**src/rtl/alu_iterative.sv**
```systemverilog
// alu_iterative: execute-stage ALU with single-cycle ops and bit-serial variable shifts.
module alu_iterative #(
  parameter int DATA_W  = 32,
  parameter int SHAMT_W = 5
) (
  input  logic              i_clk,
  input  logic              i_rst,
  input  logic              i_start,
  input  logic [5:0]        i_aluControl,
  input  logic [DATA_W-1:0] i_op1,
  input  logic [DATA_W-1:0] i_op2,
  output logic              o_busy,
  output logic              o_done,
  output logic [DATA_W-1:0] o_result,
  output logic              o_zero,
  output logic              o_overflow,
  output logic              o_illegal
);
  localparam logic [5:0] F_SLLV = 6'b000100;
  localparam logic [5:0] F_SRLV = 6'b000110;
  localparam logic [5:0] F_SRAV = 6'b000111;
  localparam logic [5:0] F_ADD  = 6'b100000;
  localparam logic [5:0] F_ADDU = 6'b100001;
  localparam logic [5:0] F_SUB  = 6'b100010;
  localparam logic [5:0] F_SUBU = 6'b100011;
  localparam logic [5:0] F_AND  = 6'b100100;
  localparam logic [5:0] F_OR   = 6'b100101;
  localparam logic [5:0] F_XOR  = 6'b100110;
  localparam logic [5:0] F_NOR  = 6'b100111;
  localparam logic [5:0] F_SLT  = 6'b101010;
  localparam logic [5:0] F_SLTU = 6'b101011;
  localparam logic [5:0] F_LUI  = 6'b111100;

  typedef enum logic [1:0] {IDLE, SHIFT, DONE} state_t;

  state_t              state_q, state_d;
  logic [DATA_W-1:0]   acc_q, acc_d;
  logic [SHAMT_W-1:0]  cnt_q, cnt_d;
  logic [1:0]          kind_q, kind_d;
  logic [DATA_W-1:0]   result_q, result_d;
  logic                zero_q, zero_d;
  logic                ovf_q, ovf_d;
  logic                ill_q, ill_d;

  logic [SHAMT_W-1:0]  shamt;
  logic [DATA_W-1:0]   sum, dif, alu_res, step;
  logic                add_ovf, sub_ovf, alu_ovf, alu_ill, is_shift, accept, iterate;

  assign shamt    = i_op1[SHAMT_W-1:0];
  assign sum      = i_op1 + i_op2;
  assign dif      = i_op1 - i_op2;
  assign add_ovf  = (i_op1[DATA_W-1] == i_op2[DATA_W-1]) && (sum[DATA_W-1] != i_op1[DATA_W-1]);
  assign sub_ovf  = (i_op1[DATA_W-1] != i_op2[DATA_W-1]) && (dif[DATA_W-1] != i_op1[DATA_W-1]);
  assign is_shift = (i_aluControl == F_SLLV) || (i_aluControl == F_SRLV) || (i_aluControl == F_SRAV);
  assign accept   = (state_q == IDLE) && i_start;
  assign iterate  = is_shift && (shamt != '0);

  // kind_q holds funct[1:0]: 00 = left, 10 = logical right, 11 = arithmetic right
  assign step = (kind_q == 2'b00) ? {acc_q[DATA_W-2:0], 1'b0}
                                  : {kind_q[0] & acc_q[DATA_W-1], acc_q[DATA_W-1:1]};

  always_comb begin
    alu_res = '0;
    alu_ovf = 1'b0;
    alu_ill = 1'b0;
    case (i_aluControl)
      F_ADD:  begin alu_res = sum; alu_ovf = add_ovf; end
      F_ADDU: alu_res = sum;
      F_SUB:  begin alu_res = dif; alu_ovf = sub_ovf; end
      F_SUBU: alu_res = dif;
      F_AND:  alu_res = i_op1 & i_op2;
      F_OR:   alu_res = i_op1 | i_op2;
      F_XOR:  alu_res = i_op1 ^ i_op2;
      F_NOR:  alu_res = ~(i_op1 | i_op2);
      F_SLT:  alu_res = {{(DATA_W-1){1'b0}}, $signed(i_op1) < $signed(i_op2)};
      F_SLTU: alu_res = {{(DATA_W-1){1'b0}}, i_op1 < i_op2};
      F_LUI:  alu_res = {i_op2[15:0], {(DATA_W-16){1'b0}}};
      F_SLLV, F_SRLV, F_SRAV: alu_res = i_op2;
      default: alu_ill = 1'b1;
    endcase
  end

  always_ff @(posedge i_clk) begin
    if (i_rst) begin
      state_q  <= IDLE;
      acc_q    <= '0;
      cnt_q    <= '0;
      kind_q   <= '0;
      result_q <= '0;
      zero_q   <= 1'b1;
      ovf_q    <= 1'b0;
      ill_q    <= 1'b0;
    end else begin
      state_q  <= state_d;
      acc_q    <= acc_d;
      cnt_q    <= cnt_d;
      kind_q   <= kind_d;
      result_q <= result_d;
      zero_q   <= zero_d;
      ovf_q    <= ovf_d;
      ill_q    <= ill_d;
    end
  end

  always_comb begin
    state_d = state_q;
    case (state_q)
      IDLE:    state_d = accept ? (iterate ? SHIFT : DONE) : IDLE;
      SHIFT:   state_d = (cnt_q == SHAMT_W'(1)) ? DONE : SHIFT;
      default: state_d = IDLE;
    endcase
  end

  always_comb begin
    acc_d    = acc_q;
    cnt_d    = cnt_q;
    kind_d   = kind_q;
    result_d = result_q;
    ovf_d    = ovf_q;
    ill_d    = ill_q;
    if (accept) begin
      acc_d  = i_op2;
      cnt_d  = shamt;
      kind_d = i_aluControl[1:0];
      if (!iterate) begin
        result_d = alu_res;
        ovf_d    = alu_ovf;
        ill_d    = alu_ill;
      end
    end else if (state_q == SHIFT) begin
      acc_d = step;
      cnt_d = cnt_q - SHAMT_W'(1);
      if (cnt_q == SHAMT_W'(1)) begin
        result_d = step;
        ovf_d    = 1'b0;
        ill_d    = 1'b0;
      end
    end
    zero_d = (result_d == '0);
  end

  always_comb begin
    o_busy     = state_q != IDLE;
    o_done     = state_q == DONE;
    o_result   = result_q;
    o_zero     = zero_q;
    o_overflow = ovf_q;
    o_illegal  = ill_q;
  end
endmodule

```
**config.mk**
```make
export PLATFORM = sky130hd
export DESIGN_NAME = alu_iterative
export DESIGN_NICKNAME = d
export VERILOG_FILES = /design/src/rtl/alu_iterative.sv
export SDC_FILE = /design/constraint.sdc
export NUM_CORES = 1
export LEC_CHECK = 0
export CORE_MARGIN = 2
export CORE_UTILIZATION = 30
export DETAILED_ROUTE_END_ITERATION = 12
export PLACE_DENSITY = 0.54
export REMOVE_ABC_BUFFERS = 1
export SYNTH_ARGS = -nofsm -noshare
export SYNTH_HDL_FRONTEND = slang
export SYNTH_SLANG_ARGS = --single-unit
```
**constraint.sdc**
```tcl
create_clock -name i_clk -period 4.3 [get_ports i_clk]
set_input_delay 0.86 -clock i_clk [delete_from_list [all_inputs] [get_ports i_clk]]
set_output_delay 0.86 -clock i_clk [all_outputs]
set_load 0.05 [all_outputs]
```
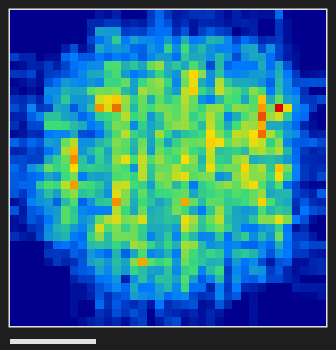
Fig. 1. Routed metal per tile.
The bar under the picture is 50 microns long. The die is cut into 37 by 37 equal tiles; dark blue is low, red is high, scaled to the fullest tile. Values are wire area over tile area, all layers added.
mean over tiles: 0.24
tiles over half the peak: 20%
emptiest ninth of the die: south-west
densest ninth of the die: center
nearly empty tiles: 15%
fullest tile: 0.83

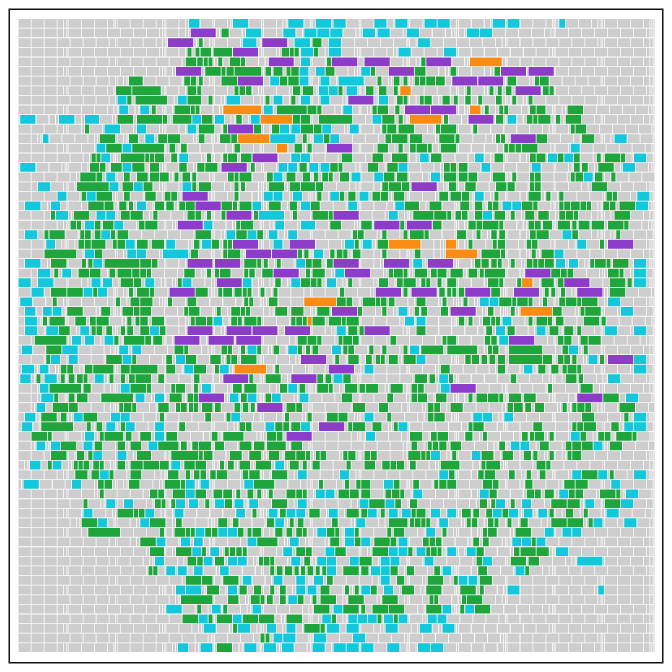
Fig. 2. Cell classes on the final placement.
Fill, decap, tap and diode cells in gray.
legend:
  green:
    class: remaining logic cells
    cells: 1,232
    share_of_their_area: 60%
  cyan:
    class: remaining buffers and delay cells
    cells: 458
    share_of_their_area: 27%
  purple:
    class: sequential cells
    cells: 76
    share_of_their_area: 11%
  orange:
    class: clock drivers and dummy loads
    cells: 16
    share_of_their_area: 2.2%
fraction of area in registers: 10.5%
# rows: 66

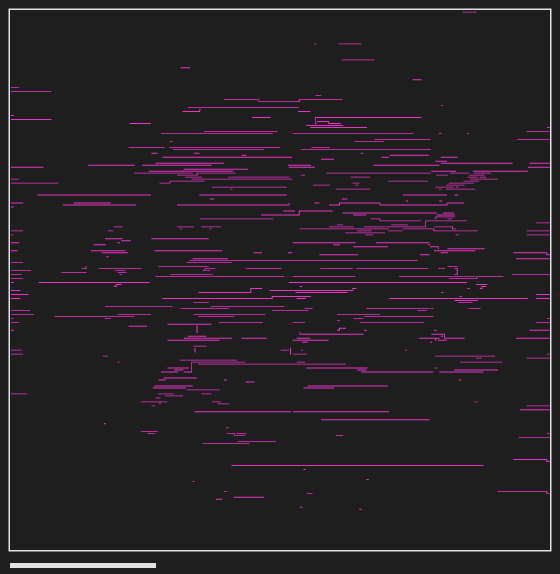
Fig. 3. Signal wires on met3.
The bar under the picture is 50 microns long.
share of all routed wire: 7.4%
nets with wire on the layer: 231
longest straight run: 85.8 microns
wire length on this layer: 3,700 microns
main direction: horizontal

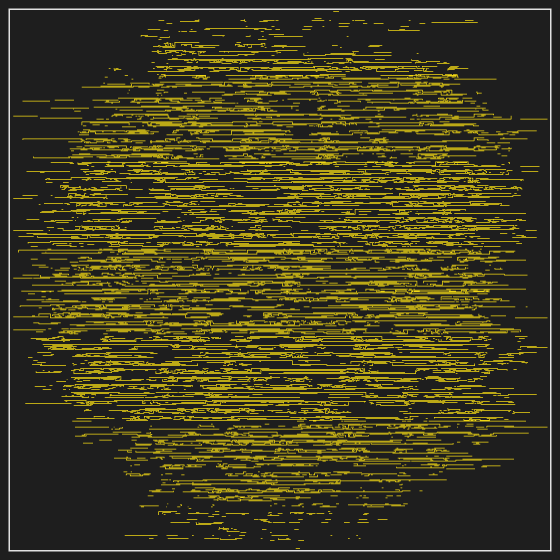
Fig. 4. M1 wires.
main direction: horizontal
nets with wire on the layer: 1,772
longest straight run: 63.9 microns
wire length on this layer: 21.2 mm

worst reg2reg max path, cell delays in order, from the launching register on:
cell and delay (ps):
dfxtp_1 410, ha_1 170, nor4b_2 560, nand2_1 420, buf_4 330, a311oi_1 300
buf_4 160, nand2_1 60, o22ai_1 220, nand3_1 160, nor4b_4 340, nand3_4 110
o41ai_2 340
through the flow:
stage	hold WS [ps]	cell area, sq um	instances
after floorplan	439	9420	1308
after global placement	463	13700	2200
after detailed placement	465	13700	2200
after CTS	475	14200	2220
after global routing	510	14500	2224
final	476	14500	2224
state kept, by name (all words and copies together) (netlist names):
name / flops
cnt_q: 5
o_illegal: 1
o_zero: 1
o_overflow: 1
kind_q: 2
state_q: 2
o_result: 32
acc_q: 32
layout make-up:
type                       instances  area share (%)
clock inverter                     6           0.509
multi-input combinational       1123            54.6
tap                              442            3.81
clock buffer                      10            1.58
sequential                        76            10.5
inverter                         109            2.82
timing repair buffer             458            26.2
power by group:
part	switching [uW]	total, uW	internal, uW
clock	355	812	457
combinational	887	1580	693
sequential	34.7	775	741
total	1280	3170	1890
cell usage in the layout, fill, tap and decap left out, types with 17 or more instances in the layout:
master	n
a221oi_1	17
a211oi_1	27
nor2_1	172
inv_1	96
nand3_1	28
nand2_1	124
a222oi_1	20
clkdlybuf4s50_1	81
buf_4	340
a22oi_1	26
o21ai_0	74
mux2i_1	41
ha_1	90
a21oi_1	124
dfxtp_1	76
nor3_1	28
xnor2_1	24
cell families (layout without fill, tap and decap cells):
kind of cell / Yosys count / count (layout) / synth area share [%]
AOI/OAI and AO/OA: 478 / 478 / 33.7
xor gates and xnor gates: 30 / 30 / 2.68
adders and majority gates: 103 / 103 / 13.3
buffers and inverters: 204 / 583 / 8.00
DFF: 76 / 76 / 15.5
muxes: 42 / 42 / 4.31
and+or+nand+nor: 470 / 470 / 22.4
==> Changelog: implementation <==
### Implementation results

* GRT Overall Usage at 28.8%
* DRC viols at 0
* Register area share after synthesis at 15.5%
* Skew final at 9.46 ps
* Buffers added on ports at 109
* # H-tree levels at 3
* Area leader, netlist: dfxtp_1
* Post-DRT Antenna Nets at 0
* Min-Delay Startpoint: o_illegal
* Depth of the most critical reg-to-reg path at 12
* Reg-to-reg endpoint: o_zero
* Fin. Hold Viols at 0
* Register Area at 1520 sq um
* Initial DRC Count at 1,306
* Setup_tns at 0 ps
* Die y size at 185 microns
* Status: finished, final reports clean
* CP Depth at 16
* Post-CTS Repair Setup Buffers at 4
* Least-Margin Pin Slew at 1140 ps
* Pre-CTS setup slack at -748 ps
* Highest metal used: met4
* Ys async rst share at 0%
* Gpl congestion at 0.946
* Share of layout cells above drive strength 1 at 25.9%
* Highest-delay cell along the critical path: clkdlybuf4s50_1
* Maximum vdd drop at 0.145 mV
* Slew Limit Fails at 0
* Top FF cell, synth: dfxtp_1
* CTS buffer count at 9
* CTS root buffer: clkbuf_16
* Family with the most delay on the worst path: simple AND/OR/NAND/NOR gates
* Max incr delay on CP at 550 ps
* Setup-failing EPs final at 0
No activity file was given, so power comes from the tool's default toggle rates.
